==> run_1/m1.png <==
Bar = 20 um. Supply wires on this layer in grey.
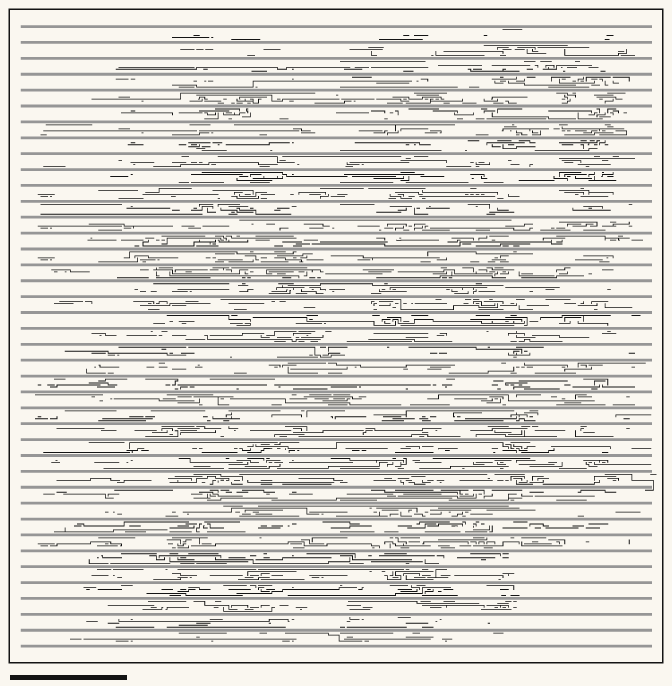
==> run_1/m2.png <==
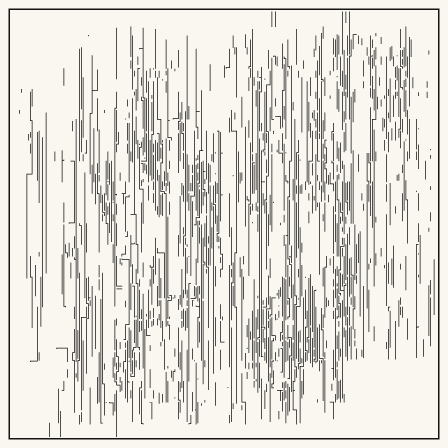
==> run_1/m3.png <==
Bar = 20 um.
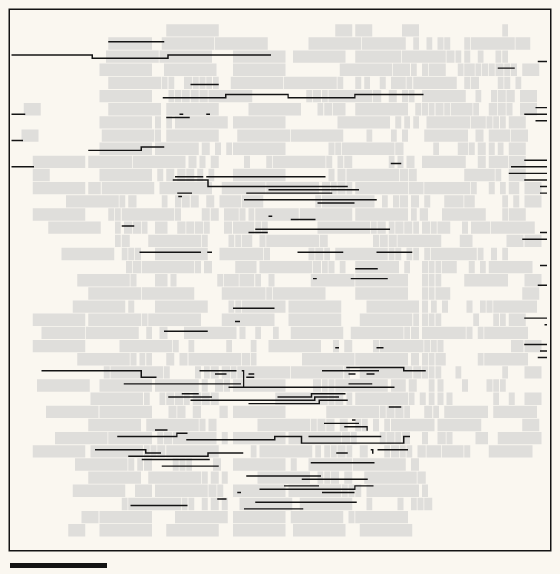
==> config.mk <==
export PLATFORM = sky130hd
export DESIGN_NAME = sync_fifo_param
export DESIGN_NICKNAME = d
export VERILOG_FILES = /design/src/rtl/sync_fifo_param.sv
export SDC_FILE = /design/constraint.sdc
export NUM_CORES = 1
export LEC_CHECK = 0
export ABC_AREA = 1
export CAP_MARGIN = 20
export CORE_MARGIN = 1.5
export CORE_UTILIZATION = 55
export DETAILED_ROUTE_END_ITERATION = 10
export HOLD_SLACK_MARGIN = 0.12
export PLACE_DENSITY = 0.74
export SYNTH_ARGS = -nofsm -noshare
export SYNTH_HDL_FRONTEND = slang
export SYNTH_SLANG_ARGS = --single-unit
==> constraint.sdc <==
create_clock -name clk -period 4.2 [get_ports clk]
set_input_delay 0.42 -clock clk [delete_from_list [all_inputs] [get_ports clk]]
set_output_delay 0.42 -clock clk [all_outputs]
set_load 0.005 [all_outputs]
==> Slide: Implementation Results, run 1 <==
Flow Results at a Glance

Worst setup path
  • Critical path's most frequent cell: nand2_1
  • Worst Setup End Kind: register
  • Worst reg-to-reg path cell count: 11
  • Cell family with most CP delay: buffers and inverters
  • Crit path launch type: register
  • Critical path's largest stage delay: 0.52 ns
  • Worst path slowest cell: buf_4
  • Stages on the worst setup path: 11
  • Crit path buf inv count: 3
  • Reg2reg setup slack: about 1.8 ns

Place
  • Gpl congestion: around 0.83
  • Hpwl dp: around 9000 um

Pwr
  • Power Density: 722 nW/um2
  • Power Total: around 0.0055 W
  • Peak supply drop: roughly 0.75 mV

Clock network
  • Htree depth: 4
  • Clock transition at path regs: roughly 0.060 ns
  • Post-CTS setup buffers: 0
  • # hold bufs at CTS: 0
  • Clock Tree Buf Depth: 2
  • Post_cts resized: 0

Logic synthesis
  • Mapped Avg Cell Area: between 10 and 15 um2
  • Seq share, synth: 69.7%
  • Top cell area share: 59.2%
  • Post-synthesis cell count: a little under 600
  • Synth top cells by count: nand2_1 (229), edfxtp_1 (128), nand3_1 (106)
  • Most common reg cell: edfxtp_1
  • Top-count cell post-synth: nand2_1
  • Cell Area, Synth: roughly 6500 um2
  • Net Count, Synth: 614
  • Ys async rst share: roughly 17%
  • Area contributors post-synth: edfxtp_1 (59%), nand2_1 (13%), dfrtp_1 (9.6%)
  • Yosys Instances: roughly 600

Cells and area
  • Fillers: a little over 800
  • Bufs w/o clock: 34
  • Layout Cells excl Fill: between 700 and 800
  • Seq/total area: between 50% and 60%
  • Flip-flops: 155
  • Area-dominant class: registers
  • Register area: 4520 um2
  • Final Instance Area: around 7500 um2
  • Share of layout cells above drive strength 1: under 10%
  • Final-layout clock buffer total: 17
  • Buffer share of cell area: 4.38%
  • Multi-input combinational area share: 23.3%
  • Max FFs per register: about 130
  • Final Util: approximately two thirds

Global route
  • Grt total ovfl: 0
  • GRT Total Usage: 24.2%
  • Vias in the first global route: between 4000 and 5000
  • Global-route wire length before repair: around 22000 um
  • Initial antenna violation count: 0

Run
  • Max-cap viol count: 0
  • Log Warnings: 30

Timing
  • RSZ-0062 raised after global routing: no
  • Setup violations, final: 0
  • Final Skew: roughly 0.0074 ns
  • Post-Route Setup TNS: 0 ns
  • Hold Fails Final Rpt: 0

Floorplanning
  • Number of top-level pins: 31
  • Starting Density: 56.6%
  • DIE HEIGHT: between 100 and 150 um
  • Die Size: 12500 um2
  • Chip width: 112 um

Min path
  • Min-Delay Path Class: input pin to asynchronous set/reset pin

Outcome
  • Status: finished clean

Detailed routing
  • DRT Pass-1 Iters: 5
  • Wirelength per Cell: around 18 um
About m1.png:
share of all routed wire	43%
longest straight run	46.5 um
wire length on this layer	6020 um
main direction	horizontal
nets with wire on the layer	578
DR vias: 4364
drt total wl: 14200 um
GR Util met1: 32.0%

About m2.png:
nets with wire on the layer	519
wire length on this layer	6890 um
share of all routed wire	49%
met2 Use GR: 38.8%

About m3.png:
main direction	horizontal
share of all routed wire	6.8%
longest straight run	34.0 um
nets with wire on the layer	67
wire length on this layer	963 um
grt met3 use: 6.59%

## run 1: kinds of logic (layout without fill, tap and decap cells)
family	count (synthesis)	in the layout	share of synthesized area, %
AOI/OAI and AO/OA	3	3	0.231
DFF	155	155	69.7
xor gates and xnor gates	8	8	1.08
and+or+nand+nor	371	371	24.4
adders and majority gates	7	7	1.35
buffers and inverters	51	90	3.30
## run 1: routing by layer
metal / routed length (um) / up-vias / global-route usage, %
met1: 6020 / 2109 / 32.0
met3: 963 / 26 / 6.59
met4: 276 / 0 / 9.11
met2: 6890 / 169 / 38.8
met5: 0 / - / 0
li1: - / 2060 / -
## run 1: report_power, final
part | internal, W | switching (W) | leakage [nW]
Combinational | 0.000556 | 0.00113 | 1.20
Sequential | 0.00191 | 0.000151 | 1.48
Clock | 0.00111 | 0.000596 | 0.313
==> run_1/m4.png <==
Supply wires on this layer in grey.
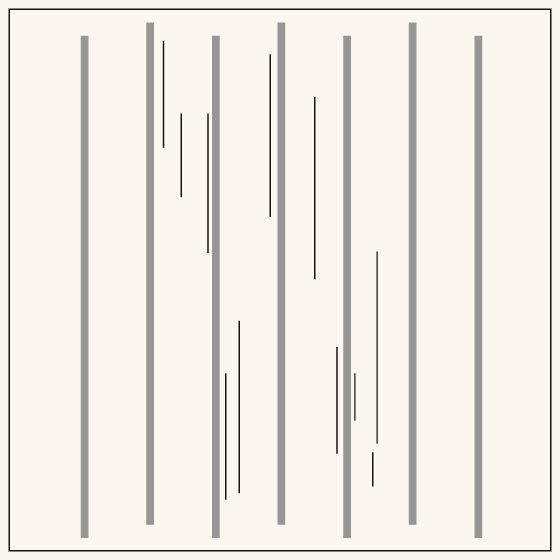

## Run 2: what changed since run 1
- CORE_UTILIZATION: 55 -> 54
- PLACE_DENSITY: 0.74 -> 0.75
- clock period: 4.2 -> 2.08 ns (I/O delays scaled with it)
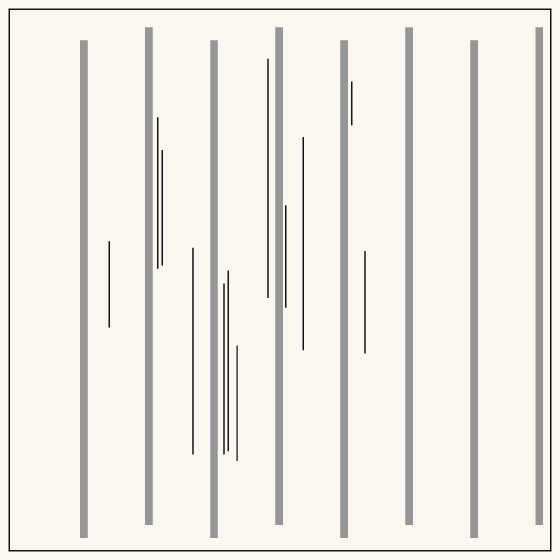
(run_2/m4.png)
Supply wires on this layer in grey.
wire length on this layer	357 um
main direction	vertical
share of all routed wire	2.5%
drt total wl: 14200 um
DR vias: 4374

==> run 2 against run 1 <==
Compared with the run above: global-route usage is 0.26 points lower; utilization is 0.99 points higher; power is 100% higher; critical path type unchanged; highest routed layer unchanged.
==> Slide: Implementation Results, run 2 <==
Flow Results at a Glance

Worst setup path
  • CP arrival: ~1.9 ns
  • Crit path cell chain: nand2_4 -> nand2_2 -> inv_1 -> nand2_1 -> nor2_1 -> buf_4
  • Critical path's largest stage delay: 0.41 ns (-0.11 ns)
  • Critical path class: register to register
  • Worst Setup End Kind: register
  • Reg2reg setup slack: 0.34 ns (-1.46 ns)
  • Crit path launch type: register
  • Crit-path max FO: 8
  • Worst reg-to-reg path cell count: 6 (-5)
  • Crit path DRT: 2.20 ns
  • Worst path slowest cell: dfrtp_1
  • Cell family with most CP delay: simple AND/OR/NAND/NOR gates
  • Stages on the worst setup path: 6 (-5)
  • Crit path buf inv count: 2 (-1)

Clock network
  • Post_cts resized: 0 (unchanged)
  • Root buf cell: clkbuf_16
  • Post-CTS setup buffers: 0 (unchanged)
  • Htree depth: 4 (unchanged)
  • # hold bufs at CTS: 0 (unchanged)
  • Clock Tree Buf Depth: 2 (unchanged)
  • Clock transition at path regs: 0.06 ns (about the same)
  • CTS tree: yes
  • Num CTS Buffers: 17
  • Clock Latency Late Sink: between 0.4 and 0.5 ns

Place
  • Placed Area: between 7000 and 8000 um2
  • Placed Cells: approximately 770
  • Hpwl dp: 9300 um (+3.8%)
  • Pre-CTS setup slack: approximately 0.057 ns
  • Gpl congestion: 0.874 (+4.8%)
  • Buffers on Ports: 30

Cells and area
  • Final Instance Area: 7730 um2 (+2.4%)
  • Most used logic cell in the final layout: nand2_1
  • Share of layout cells above drive strength 1: 10.5% (+3.0 points)
  • Area delta synth->final: 19.0%
  • Top Layout Cells: nand2_1 (229), edfxtp_1 (128), nand3_1 (106)
  • N_diodes: 0
  • Final net count: approximately 670
  • Max FFs per register: 128 (unchanged)
  • Layout Cells excl Fill: 803 (+3.3%)
  • Fillers: 817 (-1.3%)
  • Final Util: 66.8% (+0.99 points)

Logic synthesis
  • Net Count, Synth: 614 (unchanged)
  • Ys async rst share: 17.4% (unchanged)
  • YS warnings: 0
  • Top-count cell post-synth: nand2_1
  • Top cell area share: 59.2% (unchanged)
  • Seq share, synth: 69.7% (unchanged)
  • Post-synthesis cell count: 595 (unchanged)
  • Post-synth EDFFs: 128
  • Synth top cells by count: nand2_1 (229), edfxtp_1 (128), nand3_1 (106)
  • Area contributors post-synth: edfxtp_1 (59%), nand2_1 (13%), dfrtp_1 (9.6%)
  • Mapped Avg Cell Area: 10.9 um2 (unchanged)
  • Cell taking the most area after synthesis: edfxtp_1
  • Most common reg cell: edfxtp_1
  • Yosys Instances: 595 (unchanged)
  • Synth cell types: 23
  • Cell Area, Synth: 6490 um2 (unchanged)
  • Yosys stat area: 6490 um2

Global route
  • Met2 Use GR: 37.9% (-0.89 points)
  • Global-route wire length before repair: 22500 um (about the same)
  • GRT Max-Usage Layer: met2
  • GRT Total Usage: 24.0% (-0.26 points)
  • Initial antenna violation count: 0 (unchanged)
  • Vias in the first global route: 4230 (+0.48%)
  • GR Util met1: 32.5% (+0.52 points)
  • Grt total ovfl: 0 (unchanged)

Run
  • Max-cap viol count: 0 (unchanged)
  • Log Warnings: 30 (unchanged)

Detailed routing
  • Residual DRC: 0
  • DRT Pass-1 Iters: 5 (unchanged)
  • Via/cell ratio: ~5.4
  • Post-DRT Antenna Nets: 0
  • Wire length on met1: 5980 um (-0.78%)
  • WL met3: 1130 um (+18%)
  • 1st-iter DRT viols: ~470
  • Wirelength per Cell: 17.6 um (-3.2%)
  • Top Layer Used: met4
  • Met2 WL: 6700 um (-2.8%)

Floorplanning
  • Chip width: 113 um (+0.90%)
  • Die Size: 12700 um2 (+1.8%)
  • Core area: 11600 um2
  • Number of top-level pins: 31 (unchanged)
  • Starting Density: 56.1% (-0.48 points)
  • DIE HEIGHT: 113 um (+0.90%)
  • Row Count: 39

Min path
  • Min-Delay Path Class: input pin to asynchronous set/reset pin

Timing
  • Min Hold Slack: about 0.17 ns
  • Slew margin rel.: 55.2%
  • Final setup margin: 0.341 ns
  • Post-layout period usage of the worst path: between 80% and 90%
  • Hold Fails Final Rpt: 0 (unchanged)
  • Worst-Margin Slew: 0.670 ns
  • Final Skew: 0.00910 ns (+0.00171 ns)
  • Post-Route Setup TNS: 0 ns (unchanged)
  • F_max: 575 MHz
  • Setup violations, final: 0 (unchanged)
  • RSZ-0062 raised after global routing: no
  • Pins Over Slew Limit: 0

Pwr
  • Peak supply drop: 0.617 mV (-18%)
  • P_leak: between 3 and 4 nW
  • Power Total: 0.0109 W (+100%)
  • Power Density: 1420 nW/um2 (+96%)

Outcome
  • Status: finished clean
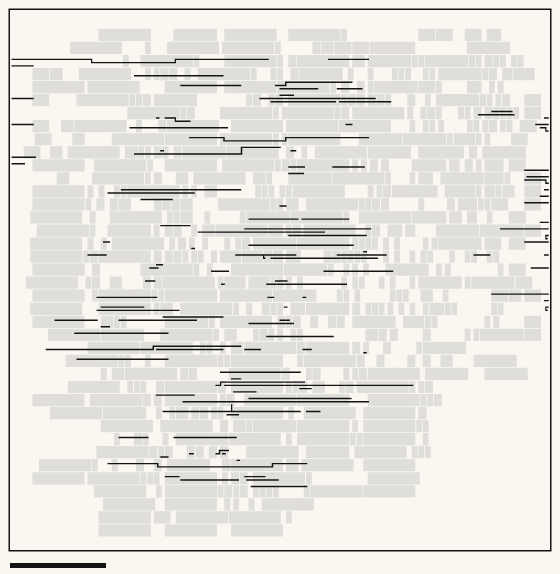
(run_2/m3.png)
Bar = 20 um.
main direction	horizontal
nets with wire on the layer	76
share of all routed wire	8.0%
grt met3 use: 5.08%

-- run 2: area by class of cell --
cell class	instances	area (um2)	area share [%]
flip-flops and latches	155	4520	58.5
multi-input cells	389	1760	22.7
repair buffers	63	573	7.42
clock buffers	18	429	5.55
well taps	143	179	2.32
clock inverters	11	178	2.30
inverters	24	90.1	1.17
-- run 2: power breakdown --
group / switching, W / internal [W] / total (W)
logic: 0.00236 / 0.00126 / 0.00363
registers: 0.000264 / 0.00385 / 0.00411
clock network: 0.00112 / 0.00209 / 0.00320
total: 0.00375 / 0.00720 / 0.0109
-- run 2: cells by family after synthesis --
logic type / synth area share (%)
AND/OR/NAND/NOR: 24.4
buffers and inverters: 3.30
flip-flops: 69.7
adder cells (fa/ha/maj): 1.35
XOR/XNOR: 1.08
AND-OR/OR-AND: 0.231
No activity file was given, so power comes from the tool's default toggle rates.
